Figure 1. Gate-type map (run 1).
Scale bar: 20 um.
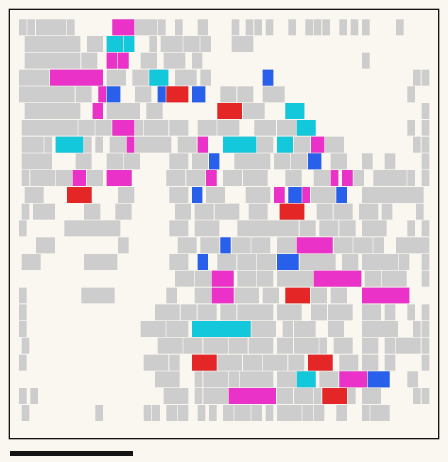
Figure 2. Clock distribution (run 1).
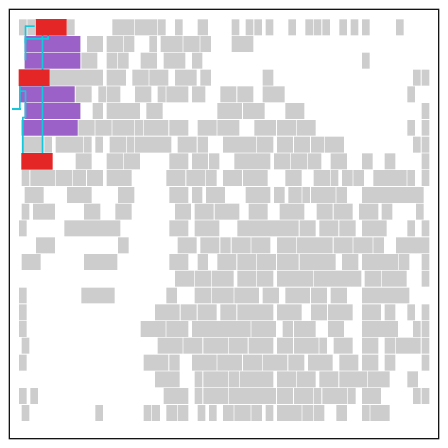
Figure 3. Wire density map (run 1).
14 x 14 tiles, from black (low) to pale yellow (high), scaled to the fullest tile. Values are wire area over tile area, all layers added.
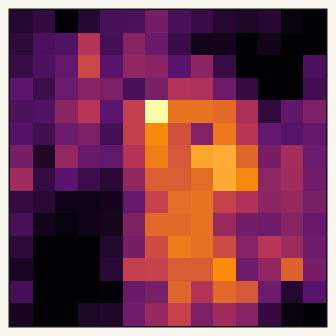
## config.mk

```make
export PLATFORM = sky130hd
export DESIGN_NAME = pipe_hazard_ctrl
export DESIGN_NICKNAME = d
export VERILOG_FILES = /design/src/rtl/pipe_hazard_ctrl.sv
export SDC_FILE = /design/constraint.sdc
export NUM_CORES = 1
export LEC_CHECK = 0
export CORE_UTILIZATION = 34
export DETAILED_ROUTE_END_ITERATION = 8
export HOLD_SLACK_MARGIN = 0.15
export PLACE_DENSITY = 0.83
export SETUP_SLACK_MARGIN = 0.4
export SYNTH_ARGS = -nofsm -noshare
export SYNTH_HDL_FRONTEND = slang
export SYNTH_SLANG_ARGS = --single-unit
```

## constraint.sdc

```tcl
create_clock -name clk -period 1.75 [get_ports clk]
set_input_delay 0.2625 -clock clk [delete_from_list [all_inputs] [get_ports clk]]
set_output_delay 0.2625 -clock clk [all_outputs]
set_load 0.005 [all_outputs]
```

## src/rtl/pipe_hazard_ctrl.sv

```systemverilog
// Hazard unit for a 5-stage MIPS-style pipeline: stalls, flushes, forwarding and mult/div busy tracking.
// Optional performance counters are built when HAZARD_PERFCNT_EN is defined.
module pipe_hazard_ctrl #(
  parameter int MULT_LAT = 4,
  parameter int DIV_LAT  = 16
) (
  input  logic        clk,
  input  logic        rst,
  input  logic [4:0]  rsD,
  input  logic [4:0]  rtD,
  input  logic [4:0]  rsE,
  input  logic [4:0]  rtE,
  input  logic [4:0]  writeregE,
  input  logic [4:0]  writeregM,
  input  logic [4:0]  writeregW,
  input  logic        regwriteE,
  input  logic        regwriteM,
  input  logic        regwriteW,
  input  logic        memtoregE,
  input  logic        memtoregM,
  input  logic        branchD,
  input  logic        jumpregD,
  input  logic        PCSrcD,
  input  logic        mdreqD,
  input  logic        mdstartE,
  input  logic        mdopE,
  output logic        stallF,
  output logic        stallD,
  output logic        flushD,
  output logic        flushE,
  output logic        forwardAD,
  output logic        forwardBD,
  output logic [1:0]  forwardAE,
  output logic [1:0]  forwardBE,
  output logic        mdbusy,
  output logic [31:0] stallcnt,
  output logic [31:0] flushcnt
);

  localparam int MAX_LAT = (DIV_LAT > MULT_LAT) ? DIV_LAT : MULT_LAT;
  localparam int CW      = ($clog2(MAX_LAT + 1) < 5) ? 5 : $clog2(MAX_LAT + 1);

  logic          lwstall;
  logic          brstall;
  logic          mdstall;
  logic          stall;
  logic [CW-1:0] cnt_reg;
  logic [CW-1:0] cnt_next;

  logic [4:0] src_d [2];
  logic [4:0] src_e [2];
  logic [1:0] fwd_e [2];
  logic       fwd_d [2];
  logic       dep_e [2];
  logic       dep_m [2];

  assign src_d[0] = rsD;
  assign src_d[1] = rtD;
  assign src_e[0] = rsE;
  assign src_e[1] = rtE;

  // One slice per operand (A = rs, B = rt); $0 never matches anything.
  genvar gi;
  generate
    for (gi = 0; gi < 2; gi++) begin : g_operand
      assign fwd_e[gi] = (regwriteM && (writeregM != 5'd0) && (writeregM == src_e[gi])) ? 2'b10 :
                         (regwriteW && (writeregW != 5'd0) && (writeregW == src_e[gi])) ? 2'b01 :
                                                                                          2'b00;
      assign fwd_d[gi] = regwriteM && (src_d[gi] != 5'd0) && (writeregM == src_d[gi]);
      assign dep_e[gi] = (writeregE != 5'd0) && (writeregE == src_d[gi]);
      assign dep_m[gi] = (writeregM != 5'd0) && (writeregM == src_d[gi]);
    end
  endgenerate

  assign forwardAE = fwd_e[0];
  assign forwardBE = fwd_e[1];
  assign forwardAD = fwd_d[0];
  assign forwardBD = fwd_d[1];

  assign lwstall = memtoregE && (rtE != 5'd0) && ((rtE == rsD) || (rtE == rtD));
  assign brstall = (branchD || jumpregD) &&
                   ((regwriteE && (dep_e[0] || dep_e[1])) ||
                    (memtoregM && (dep_m[0] || dep_m[1])));
  // mdstartE is included so an op issuing this cycle already blocks a dependent D instr.
  assign mdstall = mdreqD && ((cnt_reg != '0) || mdstartE);
  assign stall   = lwstall || brstall || mdstall;

  assign stallF = stall;
  assign stallD = stall;
  assign flushE = stall;
  assign flushD = PCSrcD && !stall;

  always_comb begin
    cnt_next = cnt_reg;
    if (mdstartE) begin
      cnt_next = mdopE ? CW'(DIV_LAT) : CW'(MULT_LAT);
    end else if (cnt_reg != '0) begin
      cnt_next = cnt_reg - CW'(1);
    end
  end

  always_ff @(posedge clk or posedge rst) begin
    if (rst) begin
      cnt_reg <= '0;
    end else begin
      cnt_reg <= cnt_next;
    end
  end

  assign mdbusy = (cnt_reg != '0);

`ifdef HAZARD_PERFCNT_EN
  logic [31:0] stallcnt_reg;
  logic [31:0] flushcnt_reg;

  always_ff @(posedge clk or posedge rst) begin
    if (rst) begin
      stallcnt_reg <= 32'd0;
      flushcnt_reg <= 32'd0;
    end else begin
      if (stall) begin
        stallcnt_reg <= stallcnt_reg + 32'd1;
      end
      if (flushD) begin
        flushcnt_reg <= flushcnt_reg + 32'd1;
      end
    end
  end

  assign stallcnt = stallcnt_reg;
  assign flushcnt = flushcnt_reg;
`else
  assign stallcnt = 32'h0;
  assign flushcnt = 32'h0;
`endif

endmodule

```

==> summary.txt, run 1 <==
flow finished, numbers: worst stage delay on the critical path=0.37 ns, leakage=1.28 nW, Wirelength per Cell=13.2 um, Final Hold Fails=0, Initial Util=0.355, Placed Area=0.00230 mm2, sequential share of power=0.136, combinational power=0.999 mW, Comb power frac=0.716, largest net degree at the start of global routing=8, cell area after layout=0.00265 mm2, Yosys chip area=0.00155 mm2, total die size=0.00482 mm2, setup TNS=-0.637 ns, Tap Cells=52, sequential cell count=5, clock share of power=0.148, CTS sink count=5, num rows=24, largest area contributor in the netlist=buf_4, total grt overflow=0, Critical Path Most Common Cell=inv_2, WP buf/inv=4, ClkCell Share=0.0170, Leading cell kind=logic gates, invs w/o clock=5, Global Route Usage Sum=0.185, outcome=finished, violations left, FF/Latch Area=125 um2, fmax=0.523 GHz, Die Ht=69.4 um, Pre-antenna DRT Iters=4, Tmin final=1.91 ns, RSZ-0062 raised after global routing=yes, wirelength, routed=4.81 mm, Unique cell types=29, yosys aoi share=0.0607, max reg flops=5, comb. cell area=0.00136 mm2, yosys simple share=0.170, worst reg-to-reg setup slack=0.22 ns, failing checks=setup timing, DPL Wire Length=3.51 mm, Synth top cells by count=buf_4 (66), xor2_1 (30), xnor2_1 (22), nor3_1 (12), placed cells=349, gpl congestion=0.834, P_clk=0.206 mW, core area=0.00435 mm2, Crit. Startpoint=cnt_reg[1], Synth Flop Type=dfrtp_1, Seq share, synth=0.0809, P&R area growth vs syn=71.1%, DRC violations left=0, Worst-Skew Late Latency=0.22 ns, first-pass GRT wire length=7.24 mm, Mapped Cells=200, clk_skew=0.000590 ns, final setup margin=-0.161 ns, buffer share of cell area=0.392, Critical Path AT=1.65 ns, Vias/cell=4.33, Max power group=combinational cells, via count=1582, filler cell count=351, layout net count=364, number of DRC markers in iteration 0=25, Crit-path slowest cell=dfrtp_1, Post-Syn Area=0.00155 mm2, dpl ws=-0.814 ns, logic share of the area=0.512, tool warnings=30, Mean Syn Cell Area=7.73 um2, XORs/XNORs by Area=0.294, #MultiIn Comb=176, Top cells excl fill/tap=conb_1 (64), buf_4 (48), xor2_1 (28), buf_6 (28), buf_2 (22), Clock Path Buffers=2, Worst VDD drop=772 uV, fin. max-slew vios=0, CP Data Required Time=1.49 ns, total CTS buffers=3, Clock Tree Root=clkbuf_8, setup violators final=4, antenna violations before repair=0, mux frac, synth=0, most frequent logic cell in the layout=conb_1, crit path launch type=flip-flop, count of library flops with an enable pin=0, Pwr Density=527 mW/mm2, TritonCTS clock tree=yes, Stages on worst setup path=8
Back to the opening pictures, Figure 1:
Blue stands for NAND gates, cells 13. Cyan stands for inverting AOI/OAI gates, cells 10. Red stands for AND and OR gates, cells 8. Magenta stands for NOR gates, cells 24.

Back to the opening pictures, Figure 2:
Cyan stands for clock wires, length 63.0 um. Red stands for cells driving clock nets, count 3. Purple stands for flip-flops, count 5.
There are 4 routed clock nets.

Back to the opening pictures, Figure 3:
The densest ninth of the die: middle. 21% of the tiles are over half the peak. The fullest tile reaches 0.53. The emptiest ninth of the die: bottom left.

==> run 1: timing repair <==
item	CTS	global route
buffers inserted	8	4
resized	232	31
pin swaps	41	20
endpoints found under the setup margin	12	15
==> run 1: routing by layer <==
| metal | track usage | vias up | wire (um) |
|---|---|---|---|
| met1 | 0.218 | 738 | 1800 |
| met5 | 0 | - | 0 |
| met3 | 0.0291 | 15 | 244 |
| met4 | 0.0794 | 0 | 168 |
| li1 | - | 754 | - |
| met2 | 0.331 | 75 | 2590 |
==> run 1: kinds of logic (layout without fill, tap and decap cells) <==
group                      count (synthesis)  after routing
buffers and inverters                     82            132
other                                      1             64
and+or+nand+nor                           45             45
xor gates and xnor gates                  52             52
adders and majority gates                  2              2
AOI/OAI and AO/OA                         13             13
DFF                                        5              5
Figure 4. Cell outlines without signal wires (run 1).
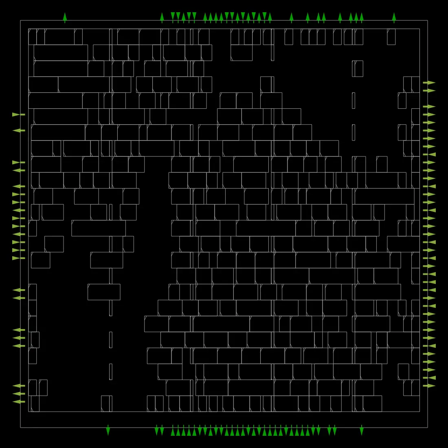

==> run 1 -> run 2 <==
Settings changed: CORE_UTILIZATION 34 to 31, PLACE_DENSITY 0.83 to 0.79.
Clock period 1.75 ns to 1.6 ns, I/O delays scaled along.
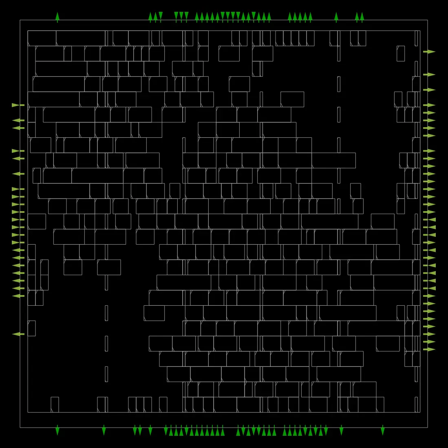
Figure 5: run 2, cell outlines without signal wires.
num rows: 25
Non-Filler Instances: 378
Tap Cells: 67
sequential cell count: 5
filler cell count: 409

==> run 2 against run 1 <==
- the run still ends with setup timing left
- total power grew 16%
- clock power increased by 12%
- setup slack worse by 0.11 ns
- via count down 2.2%
- die size increased by 9.4%
- non-clock buffer count fell by 2
- critical path depth unchanged
- clock skew grew 0.0021 ns
- register-to-register slack got worse by 0.27 ns
- global-route usage shrank 1.7 points
==> summary.txt, run 2 <==
flow finished, numbers: invs w/o clock=5 (unchanged), Pre-antenna DRT Iters=4 (unchanged), final setup margin=-0.270 ns (was -0.161 ns), Initial Util=0.325 (was 0.355), leakage=1.30 nW (was 1.28 nW), Tmin final=1.87 ns, Critical Path Most Common Cell=inv_2 (unchanged), Synth Flop Type=dfrtp_1 (unchanged), yosys aoi share=0.0607 (unchanged), outcome=finished, violations left (unchanged), #MultiIn Comb=176 (unchanged), dpl ws=-0.889 ns (was -0.814 ns), FF/Latch Area=125 um2 (unchanged), logic share of the area=0.514 (was 0.512), CP Data Required Time=1.36 ns (was 1.49 ns), Mean Syn Cell Area=7.73 um2 (unchanged), Stages on worst setup path=8 (unchanged), buffer share of cell area=0.387 (was 0.392), Post-Syn Area=0.00155 mm2 (unchanged), Clock Path Buffers=2 (unchanged), largest area contributor in the netlist=buf_4 (unchanged), Comb power frac=0.727 (was 0.716), Leading cell kind=logic gates (unchanged), Pwr Density=585 mW/mm2 (was 527 mW/mm2), yosys simple share=0.170 (unchanged), layout net count=362 (was 364), total grt overflow=0 (unchanged), ClkCell Share=0.0162 (was 0.0170), Synth top cells by count=buf_4 (66), xor2_1 (30), xnor2_1 (22), nor3_1 (12) (unchanged), worst reg-to-reg setup slack=-0.05 ns (was 0.22 ns), gpl congestion=0.821 (was 0.834), failing checks=setup timing (unchanged), fmax=0.535 GHz, setup TNS=-1.35 ns (was -0.637 ns), RSZ-0062 raised after global routing=yes (unchanged), clk_skew=0.00272 ns (was 0.000590 ns), internal power=1.01 mW (was 0.870 mW), via count=1547 (was 1582), setup violators final=7 (was 4), Seq share, synth=0.0809 (unchanged), largest net degree at the start of global routing=8 (unchanged), antenna violations before repair=0 (unchanged), TritonCTS clock tree=yes (unchanged), max reg flops=5 (unchanged), number of DRC markers in iteration 0=27 (was 25), worst hold path class=primary input to async pin (unchanged), cell area after layout=0.00277 mm2 (was 0.00265 mm2), Post-CTS Setup Inserts=8 (unchanged), total die size=0.00528 mm2 (was 0.00482 mm2), Crit. Startpoint=cnt_reg[1] (unchanged), sequential share of power=0.131 (was 0.136), most frequent logic cell in the layout=conb_1 (unchanged), Crit-path slowest cell=dfrtp_1 (unchanged), comb. cell area=0.00143 mm2 (was 0.00136 mm2), Global Route Usage Sum=0.168 (was 0.185), count of library flops with an enable pin=0 (unchanged), final core occ=0.583 (was 0.608), fin. max-slew vios=0 (unchanged), wirelength, routed=4.90 mm (was 4.81 mm), tool warnings=30 (unchanged), P&R area growth vs syn=79.4% (was 71.1%), DRC violations left=0 (unchanged), Die Ht=72.6 um (was 69.4 um), Unique cell types=29 (unchanged), core area=0.00475 mm2 (was 0.00435 mm2), placed cells=359 (was 349), Vias/cell=4.09 (was 4.33), CTS sink count=5 (unchanged), CTS resizes=238 (was 232)
run 2: cell count changes in the layout (fill, tap and decap cells not counted), sizes merged:
| cell | change |
|---|---|
| clkdlybuf4s15 | -1 |
| buf | -2 |
| dlygate4sd2 | +2 |
| clkbuf | -1 |
run 2: routing by layer:
layer / vias to the layer above / global-route usage / wire (um)
li1: 745 / - / -
met1: 725 / 0.195 / 1850
met2: 67 / 0.324 / 2720
met3: 10 / 0.0152 / 216
met4: 0 / 0.0501 / 111
met5: - / 0 / 0
run 2: power by group through the flow:
stage | clock network, mW | registers (mW) | logic (mW)
floorplan | 0 | 0.220 | 0.541
finish | 0.230 | 0.212 | 1.18
global placement | 0 | 0.209 | 0.841
detailed placement | 0 | 0.213 | 0.866
CTS | 0.233 | 0.212 | 1.01
global route | 0.249 | 0.217 | 1.27
Power is estimated from default activity; no workload was simulated.
